===== src/rtl/contador.sv =====
// contador: synchronised, edge-detected event counter with saturation and BCD display outputs.
// Optional debounce filter enabled by defining CONTADOR_DEBOUNCE_EN.
`default_nettype none

module contador #(
  parameter int WIDTH      = 8,
  parameter int MAX_COUNT  = 99,
  parameter int DEB_CYCLES = 4
) (
  input  logic             clk,
  input  logic             rst_n,
  input  logic             cuenta,
  output logic [WIDTH-1:0] count,
  output logic             evt,
  output logic             full,
  output logic [3:0]       bcd_u,
  output logic [3:0]       bcd_d
);

  logic       sync1;
  logic       sync2;
  logic [1:0] vld;
  logic       lvl;
  logic       prev;
  logic       armed;
  logic       rise;

  always_ff @(posedge clk or negedge rst_n) begin
    if (!rst_n) begin
      sync1 <= 1'b0;
      sync2 <= 1'b0;
      vld   <= 2'b00;
    end else begin
      sync1 <= cuenta;
      sync2 <= sync1;
      vld   <= {vld[0], 1'b1};
    end
  end

`ifdef CONTADOR_DEBOUNCE_EN
  localparam int DW = $clog2(DEB_CYCLES + 1);

  logic [DW-1:0] deb_cnt;
  logic          filt;

  always_ff @(posedge clk or negedge rst_n) begin
    if (!rst_n) begin
      deb_cnt <= '0;
      filt    <= 1'b0;
    end else if (sync2 != filt) begin
      if (deb_cnt == DW'(DEB_CYCLES - 1)) begin
        filt    <= sync2;
        deb_cnt <= '0;
      end else begin
        deb_cnt <= deb_cnt + DW'(1);
      end
    end else begin
      deb_cnt <= '0;
    end
  end

  assign lvl = filt;
`else
  logic unused_deb_cycles;
  assign unused_deb_cycles = |DEB_CYCLES;
  assign lvl = sync2;
`endif

  // A level held high through reset must not count: arm only once a genuine low is seen.
  assign rise = lvl & ~prev & armed;

  always_ff @(posedge clk or negedge rst_n) begin
    if (!rst_n) begin
      prev  <= 1'b0;
      armed <= 1'b0;
      count <= '0;
      evt   <= 1'b0;
      full  <= 1'b0;
    end else begin
      prev  <= lvl;
      armed <= armed | (vld[1] & ~sync2);
      evt   <= 1'b0;
      if (rise && (count != WIDTH'(MAX_COUNT))) begin
        count <= count + WIDTH'(1);
        evt   <= 1'b1;
        full  <= ((count + WIDTH'(1)) == WIDTH'(MAX_COUNT));
      end
    end
  end

  always_comb begin
    bcd_u = 4'(count % WIDTH'(10));
    bcd_d = ((count / WIDTH'(10)) > WIDTH'(9)) ? 4'd9 : 4'(count / WIDTH'(10));
  end

endmodule

`default_nettype wire


===== config.mk =====
export PLATFORM = sky130hd
export DESIGN_NAME = contador
export DESIGN_NICKNAME = d
export VERILOG_FILES = /design/src/rtl/contador.sv
export SDC_FILE = /design/constraint.sdc
export NUM_CORES = 1
export LEC_CHECK = 0
export CAP_MARGIN = 25
export CORE_MARGIN = 4
export CORE_UTILIZATION = 45
export CTS_CLUSTER_SIZE = 28
export DETAILED_ROUTE_END_ITERATION = 12
export PLACE_DENSITY = 0.83
export SLEW_MARGIN = 20
export SYNTH_ARGS = -nofsm -noshare
export SYNTH_HDL_FRONTEND = slang
export SYNTH_SLANG_ARGS = --single-unit

===== constraint.sdc =====
create_clock -name clk -period 2.29 [get_ports clk]
set_input_delay 0.5725 -clock clk [delete_from_list [all_inputs] [get_ports clk]]
set_output_delay 0.5725 -clock clk [all_outputs]
set_load 0.05 [all_outputs]

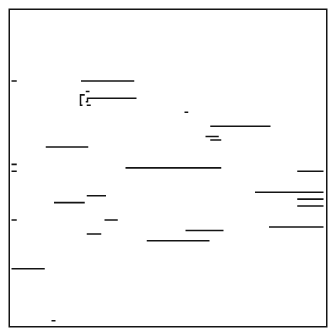
Fig. 1. Metal 3 (run 1).
wire length on this layer: 147 um
longest straight run: 18.4 um
nets with wire on the layer: 22
main direction: horizontal
final WL: 3670 um
via count: 1,333

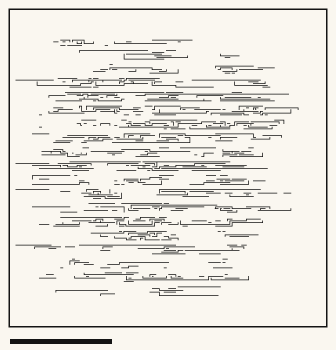
Fig. 2. Signal wires on met1 (run 1).
Bar = 20 um.
main direction: horizontal
wire length on this layer: 1,640 um
longest straight run: 28.1 um
GR Util met1: 27.7%

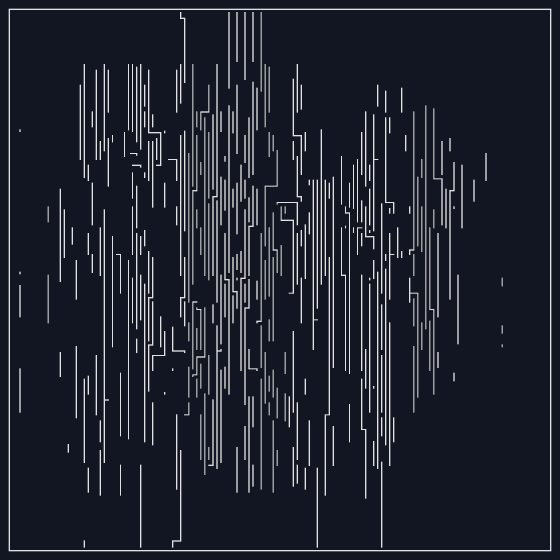
Fig. 3. Metal 2 (run 1).
longest straight run: 28.9 um
wire length on this layer: 1,810 um
nets with wire on the layer: 178
share of all routed wire: 49%
main direction: vertical
M2 GR Usage: 35.1%

## run 1: synthesized netlist by cell type, drive strengths merged, types with 4 or more instances
cell type,number,share of area (%)
a21oi,5,1.9
a31oi,4,2.4
buf,10,5.4
dfrtp,16,31
ha,4,3.8
inv,8,2.3
nand2,17,5.1
nand2b,6,3.3
nand3,5,1.9
nand4,5,2.4
nor2,13,3.7
o21ai,8,3.1
xnor2,8,5.4
## run 1: sequential cells by signal, summed over array words and instances (netlist names)
name / cells
prev: 1
sync1: 1
lvl: 1
count: 8
vld: 2
evt: 1
armed: 1
full: 1
## run 1: routing by layer
| layer | routed length [um] | part of all wire (%) |
|---|---|---|
| met2 | 1810 | 49 |
| met3 | 146 | 4.0 |
| met5 | 0 | 0 |
| met1 | 1640 | 45 |
| met4 | 65 | 1.8 |
## run 1: metrics by stage
stage               TNS, ns  instance area (um2)
floorplan             -1.81                 1390
global placement     -0.847                 1870
detailed placement    -1.07                 1870
CTS                   -2.51                 1990
global route          -3.22                 2030
finish                -2.64                 2030
## run 1: how the worst max path moves through the flow
stage	endpoint
final	bcd_u[2]
after global routing	bcd_u[2]
after CTS	bcd_u[3]
after detailed placement	bcd_u[1]
after global placement	bcd_u[1]
after floorplan	bcd_d[0]
## run 1: cell families (layout without fill, tap and decap cells)
family / after synthesis / after routing
compound gates: 37 / 37
simple gates: 58 / 58
other cells: 1 / 1
flops: 16 / 16
fa+ha+maj: 6 / 6
xor+xnor: 9 / 9
buf+inv: 20 / 76
mux: 4 / 4
## run 1: worst max-delay path, delay by kind of cell (launching register included)
family / cells / cell delay, ns
AND/OR/NAND/NOR: 3 / 0.47
flip-flops: 1 / 0.44
buffers and inverters: 3 / 0.50
AND-OR/OR-AND: 4 / 0.59
==> flow_summary.toml, run 1 <==
# flow metrics
[yosys]
yosys_warnings = 0
ff_type = "dfrtp_1"
syn_inst = 151
synthSimpleGateAreaFrac_pct = 24.0
ys_cells = 151
async_flop_share_pct = 100
synth-seq-cells = 16
yosysChipArea_um2 = 1300
yosys.cell_types.count = 54
adder_share_pct = 5.57
syn_nets = 158
mux_area_share_pct = 3.17
logic_family = "simple AND/OR/NAND/NOR gates"
syn_area_um2 = 1300
syn_avg_cell_area_um2 = 8.63
synth-xor-area-share_pct = 6.05

[sta]
fin_crit_sh_pct = 126
fmax_mhz = 347
maxSlewHeadroom_pct = 54.3
setup_viol = 5
tightest_slew_ns = 0.683
hold_viol_final = 0
fin_ws_ns = -0.589
fin_crit_ns = 2.88
rsz0062_at_grt = "true"

[placement]
dp_slack_ns = -0.319
place_inst = 224
portBuffers = 20
gp_congestion = 0.876
dpl.hpwl_um = 2720

[drt]
firstDrtPassIters = 4
antenna_left = 0
drt_iter0_drc = 56
wire_per_inst_um = 15.4
vias_per_cell = 5.60
drc_errors = 0

[flow_run]
tool_warnings = 32
drv_cap = 0

[worst_setup_path]
crit_path_start_kind = "flip-flop"
timing.rr.start = "count[1]"
r2r_end = "full"
cp.arrival_ns = 2.31
cp_cell_sequence = "buf_4 > nor2_1 > a211o_1 > a31oi_4 > nor3_4 > buf_4 > nand3_1 > o21a_1 > o2bb2ai_4 > buf_12"
r2r_cells = 7
required_ns = 1.72
crit_top_cell = "buf_4"
path_max_fanout = 6
crit_path_end_kind = "output port"
crit_path_top_delay_cell = "dfrtp_2"
r2r_slack_ns = 0.44
critPathKind = "reg2out"
cp-startpoint = "count[3]"

[floorplanning]
ios = 21
core_um2 = 2760
initCoreUtil_pct = 47.3
die_y_um = 61.8
chip_area_um2 = 3820
rows = 19
tap_cells = 31
die_w_um = 61.8

[final_layout]
clkbuf_count = 4
seqCellArea_um2 = 410
layout-drive-gt1-share_pct = 46.4
comb_area_share_pct = 44.9
largest_class = "multi-input combinational cells"
utilization_pct = 73.7
comb_area_um2 = 912
antenna_cells = 0
final-clk-cell-share_pct = 1.78
fill_cells = 182
final_cell_mix = "47 x buf_4, 14 x nand2_1, 10 x nor2_1"
lay_top_count = "buf_4"
area.growth.synth_to_final_pct = 56.0
layout.cells.non_filler = 238
seq_share_pct = 20.2
nets = 215
flops = 16
bufAreaShareNonClock_pct = 29.8
logic_gates = 115

[grt]
grt-ovfl-total = 0
grt_usage_pct = 20.5
grt_max_degree = 17
grt_pass1_wl_um = 5800
grt_antenna_before_repair = 0
grt_pass1_vias = 1279

[power_and_ir_drop]
combPwrFrac_pct = 82.4
fin_total_pwr_mw = 3.39
power_leakage_nw = 0.878
comb-power_mw = 2.79
seq-power_uw = 408
p_per_area_nw_per_um2 = 1670
netSwitchingPower_mw = 1.69
ir_drop_v = 0.00232
p_int_mw = 1.71
p_seq_share_pct = 12.0
powerClk_uw = 190
swShare_pct = 49.7

[clock_tree]
clkTransAtPathRegs_ns = 0.10
htreeDepth = 1
post_cts_buffers = 6
worstSkewPairLatency_ns = 0.30
hold_buffers = 0
cts.sinks = 16
cts_root_buffer = "clkbuf_4"
cts_resized = 9
cts.path.max_buffers = 2
cts_buffers = 3

[worst_hold_path]
hold_start = "sync1"
worstHoldPathType = "reg2reg"
hold_path_end = "lvl"

[outcome]
outcome = "finished, violations left"
violations = "setup timing"
==> run 1 -> run 2 <==
Settings changed: CTS_CLUSTER_DIAMETER from default to 60.
==> flow_summary.toml, run 2 <==
# flow metrics
[placement]
gp_congestion = 0.876
portBuffers = 20
dpl.hpwl_um = 2720
place_inst = 224

[drt]
firstDrtPassIters = 4
antenna_left = 0
met1Wirelength_um = 1640
top_layer_used = "met4"
drc_errors = 0
vias = 1333
wl_met2_um = 1810
wire_per_inst_um = 15.4

[grt]
grt.met1_usage_pct = 27.7
grt-ovfl-total = 0
grt_pass1_wl_um = 5800
grt_antenna_before_repair = 0
grt_max_degree = 17
grtUsageMet2_pct = 35.1

[sta]
fin_ws_ns = -0.589
fmax_mhz = 347
setup_viol = 5
rsz0062_at_grt = "true"
fin_crit_ns = 2.88

[yosys]
yosys_warnings = 0
ys_cells = 151
syn_area_um2 = 1300
yosys.cell_types.count = 54
async_flop_share_pct = 100
yosysTopAreaCell = "dfrtp_1"
synth.area.top_cells = "dfrtp_1 31%, xnor2_1 5.4%, nand2_1 4.6%"
top_area_share_pct = 30.7
top_cells_by_count = "16 x dfrtp_1, 16 x nand2_1, 13 x nor2_1, 8 x xnor2_1"
yosysChipArea_um2 = 1300
synth-seq-cells = 16
ff_type = "dfrtp_1"

[worst_setup_path]
cp-startpoint = "count[3]"
crit_path_end_kind = "output port"
timing.rr.start = "count[1]"
crit_path_top_delay_cell = "dfrtp_2"
required_ns = 1.72
cp_num_buf_inv = 3
path_max_fanout = 6

[floorplanning]
die_w_um = 61.8
core_um2 = 2760
initCoreUtil_pct = 47.3
ios = 21
chip_area_um2 = 3820

[clock_tree]
worstSkewPairLatency_ns = 0.30
clkTransAtPathRegs_ns = 0.10
cts.path.max_buffers = 2
cts_buffers = 3
cts.sinks = 16
hold_buffers = 0
htreeDepth = 1

[final_layout]
lay_top_count = "buf_4"
regMostFlops = "count"
antenna_cells = 0
nets = 215
area.growth.synth_to_final_pct = 56.0
largest_register_ff_count = 8
fill_cells = 182
reg_top3 = "count: 8 flops, vld: 2 flops"

[worst_hold_path]
hold_start = "sync1"
worstHoldPathType = "reg2reg"

[outcome]
outcome = "finished, violations left"
violations = "setup timing"

[power_and_ir_drop]
ir_drop_v = 0.00232
p_int_mw = 1.71
netSwitchingPower_mw = 1.69
swShare_pct = 49.7
p_per_area_nw_per_um2 = 1670
p_seq_share_pct = 12.0
power_leakage_nw = 0.878
combPwrFrac_pct = 82.4
[run 2: cell counts after synthesis]
Identical to the previous run, type by type.
[run 2: worst paths after layout]
kind / endpoint / slack [ns] / depth (start not counted)
worst max-delay path: bcd_u[2] / -0.59 / 10
worst min-delay path: lvl / 0.35 / 0
worst max register to register: full / 0.44 / 7
worst min register to register: lvl / 0.35 / 0
max in group asynchronous: count[4] / 1.12 / 1
min in group asynchronous: vld[0] / 0.68 / 1
[run 2: logic make-up after synthesis]
| family | count (synthesis) | synth area share (%) |
|---|---|---|
| compound gates | 37 | 22.0 |
| xor+xnor | 9 | 6.05 |
| fa+ha+maj | 6 | 5.57 |
| buf+inv | 20 | 8.25 |
| flops | 16 | 30.7 |
| mux | 4 | 3.17 |
| other cells | 1 | 0.288 |
| simple gates | 58 | 24.0 |
[run 2: power groups by stage]
stage	registers, mW	clock network (mW)	logic [mW]
2_1_floorplan	0.573	0	1.43
5_1_grt	0.419	0.204	2.94
3_5_place_dp	0.415	0	2.61
4_1_cts	0.409	0.191	2.70
6_report	0.408	0.190	2.79
3_3_place_gp	0.410	0	2.54
[run 2: final cells by class]
type	count	area [um2]	area share, %
clock buffers	4	36.3	1.78
multi-input cells	115	912	44.9
flip-flops and latches	16	410	20.2
repair buffers	64	606	29.8
well taps	31	38.8	1.91
inverters	8	30.0	1.48
[run 2: per-stage QoR]
step	cell area (um2)	power [mW]	util (%)	TNS [ns]
floorplan	1390	2.00	-	-1.81
global placement	1870	2.96	67.9	-0.847
detailed placement	1870	3.02	67.9	-1.07
CTS	1990	3.30	72.1	-2.51
global route	2030	3.57	73.7	-3.22
finish	2030	3.39	73.7	-2.64
[run 2: repair_timing]
action / CTS / global route
setup buffers: 6 / 4
gates resized: 9 / 4
endpoints found under the setup margin: 5 / 5
pin swaps: 11 / 7
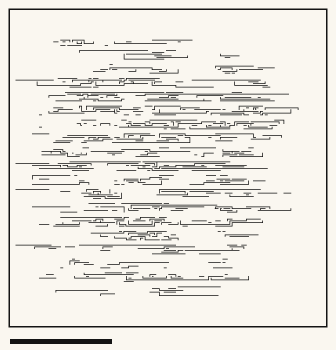
Fig. 4. Signal wires on met1 (run 2).
Bar = 20 um.
wire length on this layer: 1,640 um
nets with wire on the layer: 179
longest straight run: 28.1 um
share of all routed wire: 45%

==> run 2 -> run 3 <==
Settings changed: CAP_MARGIN 25 to 20, HOLD_SLACK_MARGIN from default to 0.15.
==> flow_summary.toml, run 3 <==
# flow metrics
[final_layout]
regMostFlops = "count"
finish.instance_area_um2 = 2030
antenna_cells = 0
largest_register_ff_count = 8
layout-drive-gt1-share_pct = 46.4
reg_top3 = "count: 8 flops, vld: 2 flops"
fill_cells = 182
lay_top_count = "buf_4"
utilization_pct = 73.7
area.growth.synth_to_final_pct = 56.0
nets = 215

[yosys]
syn_nets = 158
yosys.cell_types.count = 54
top_area_share_pct = 30.7
synth-seq-cells = 16
mux_area_share_pct = 3.17
adder_share_pct = 5.57
synthSimpleGateAreaFrac_pct = 24.0
logic_family = "simple AND/OR/NAND/NOR gates"
ys_cells = 151
top_cells_by_count = "16 x dfrtp_1, 16 x nand2_1, 13 x nor2_1, 8 x xnor2_1"
synth_seq_share_pct = 30.7
synth.area.top_cells = "dfrtp_1 31%, xnor2_1 5.4%, nand2_1 4.6%"
ff_type = "dfrtp_1"
yosys_warnings = 0
syn_area_um2 = 1300
yosysChipArea_um2 = 1300
async_flop_share_pct = 100
yosysTopAreaCell = "dfrtp_1"
aoi_share_pct = 22.0
synth-xor-area-share_pct = 6.05

[placement]
dpl_cell_area_um2 = 1870
place_inst = 224
portBuffers = 20
gp_congestion = 0.876
dpl.hpwl_um = 2720

[drt]
firstDrtPassIters = 4
vias_per_cell = 5.60
vias = 1333
wire_per_inst_um = 15.4
antenna_left = 0
drc_errors = 0

[floorplanning]
ios = 21
chip_area_um2 = 3820
core_um2 = 2760
die_w_um = 61.8
initCoreUtil_pct = 47.3
rows = 19

[sta]
tightest_slew_ns = 0.683
setup_viol = 5
fin_setup_tns_ns = -2.64
fin_crit_ns = 2.88
fin_ws_ns = -0.589
fmax_mhz = 347
rsz0062_at_grt = "true"

[grt]
grt_max_degree = 17
grt-ovfl-total = 0
grt_antenna_before_repair = 0
grt_pass1_wl_um = 5800

[worst_setup_path]
r2r_end = "full"
cp_num_buf_inv = 3
r2r_cells = 7
crit_path_top_delay_cell = "dfrtp_2"
path_max_fanout = 6
r2r_slack_ns = 0.44
required_ns = 1.72
crit_path_end_kind = "output port"
timing.rr.start = "count[1]"
crit_top_cell = "buf_4"
cp-startpoint = "count[3]"
critPathKind = "reg2out"

[outcome]
outcome = "finished, violations left"
violations = "setup timing"

[clock_tree]
hold_buffers = 0
clkTransAtPathRegs_ns = 0.10
worstSkewPairLatency_ns = 0.30
cts.sinks = 16
cts_buffers = 3
htreeDepth = 1
cts.path.max_buffers = 2

[worst_hold_path]
hold_path_end = "lvl"
worstHoldPathType = "reg2reg"
hold_start = "sync1"
hold_depth = 0

[power_and_ir_drop]
fin_total_pwr_mw = 3.39
power_leakage_nw = 0.878
p_per_area_nw_per_um2 = 1670
ir_drop_v = 0.00232
[run 3: layout make-up]
cell class	instances	area, um2	area share [%]
clock buffer	4	36.3	1.78
sequential	16	410	20.2
inverter	8	30.0	1.48
multi-input combinational	115	912	44.9
tap	31	38.8	1.91
timing repair buffer	64	606	29.8
[run 3: worst register-to-register path: stages (launching register included)]
cell,delay [ns]
dfrtp_2,0.37
buf_4,0.16
ha_1,0.30
and3_1,0.19
nand3_1,0.08
xor2_1,0.16
nor4_1,0.33
mux2_2,0.21
[run 3: timing repair]
action,CTS,global route
gates resized,9,4
endpoints found under the setup margin,5,5
endpoints found under the hold margin,0,0
setup buffers,6,4
pin swaps,11,7
[run 3: worst max-delay path by stage]
stage	end	slack, ns	depth (start not counted)
6_report	bcd_u[2]	-0.59	10
5_1_grt	bcd_u[2]	-0.72	10
4_1_cts	bcd_u[3]	-0.55	8
3_5_place_dp	bcd_u[1]	-0.32	8
3_3_place_gp	bcd_u[1]	-0.24	8
2_1_floorplan	bcd_d[0]	-0.48	7
[run 3: power breakdown]
part           switching, mW  total, mW  internal, mW
Sequential            0.0668      0.408         0.341
Clock                 0.0930      0.190        0.0970
Combinational           1.53       2.79          1.27
Total                   1.69       3.39          1.71
[run 3: routing by layer]
metal,track usage [%],up-vias,wire (um)
met5,0,-,0
met4,5.76,0,65
met3,1.45,9,146
met2,35.1,42,1810
met1,27.7,637,1640
li1,-,645,-
[run 3: cell families after synthesis]
group,after synthesis
AND/OR/NAND/NOR,58
buffers and inverters,20
AND-OR/OR-AND,37
multiplexers,4
other,1
flip-flops,16
adder cells (fa/ha/maj),6
XOR/XNOR,9
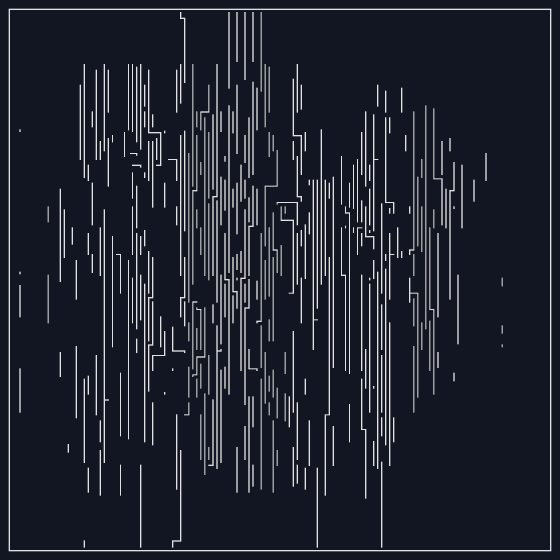
Fig. 5. Metal 2 (run 3).
nets with wire on the layer: 178
main direction: vertical
longest straight run: 28.9 um
wire length on this layer: 1,810 um
share of all routed wire: 49%

Power and IR drop assume default switching activity.
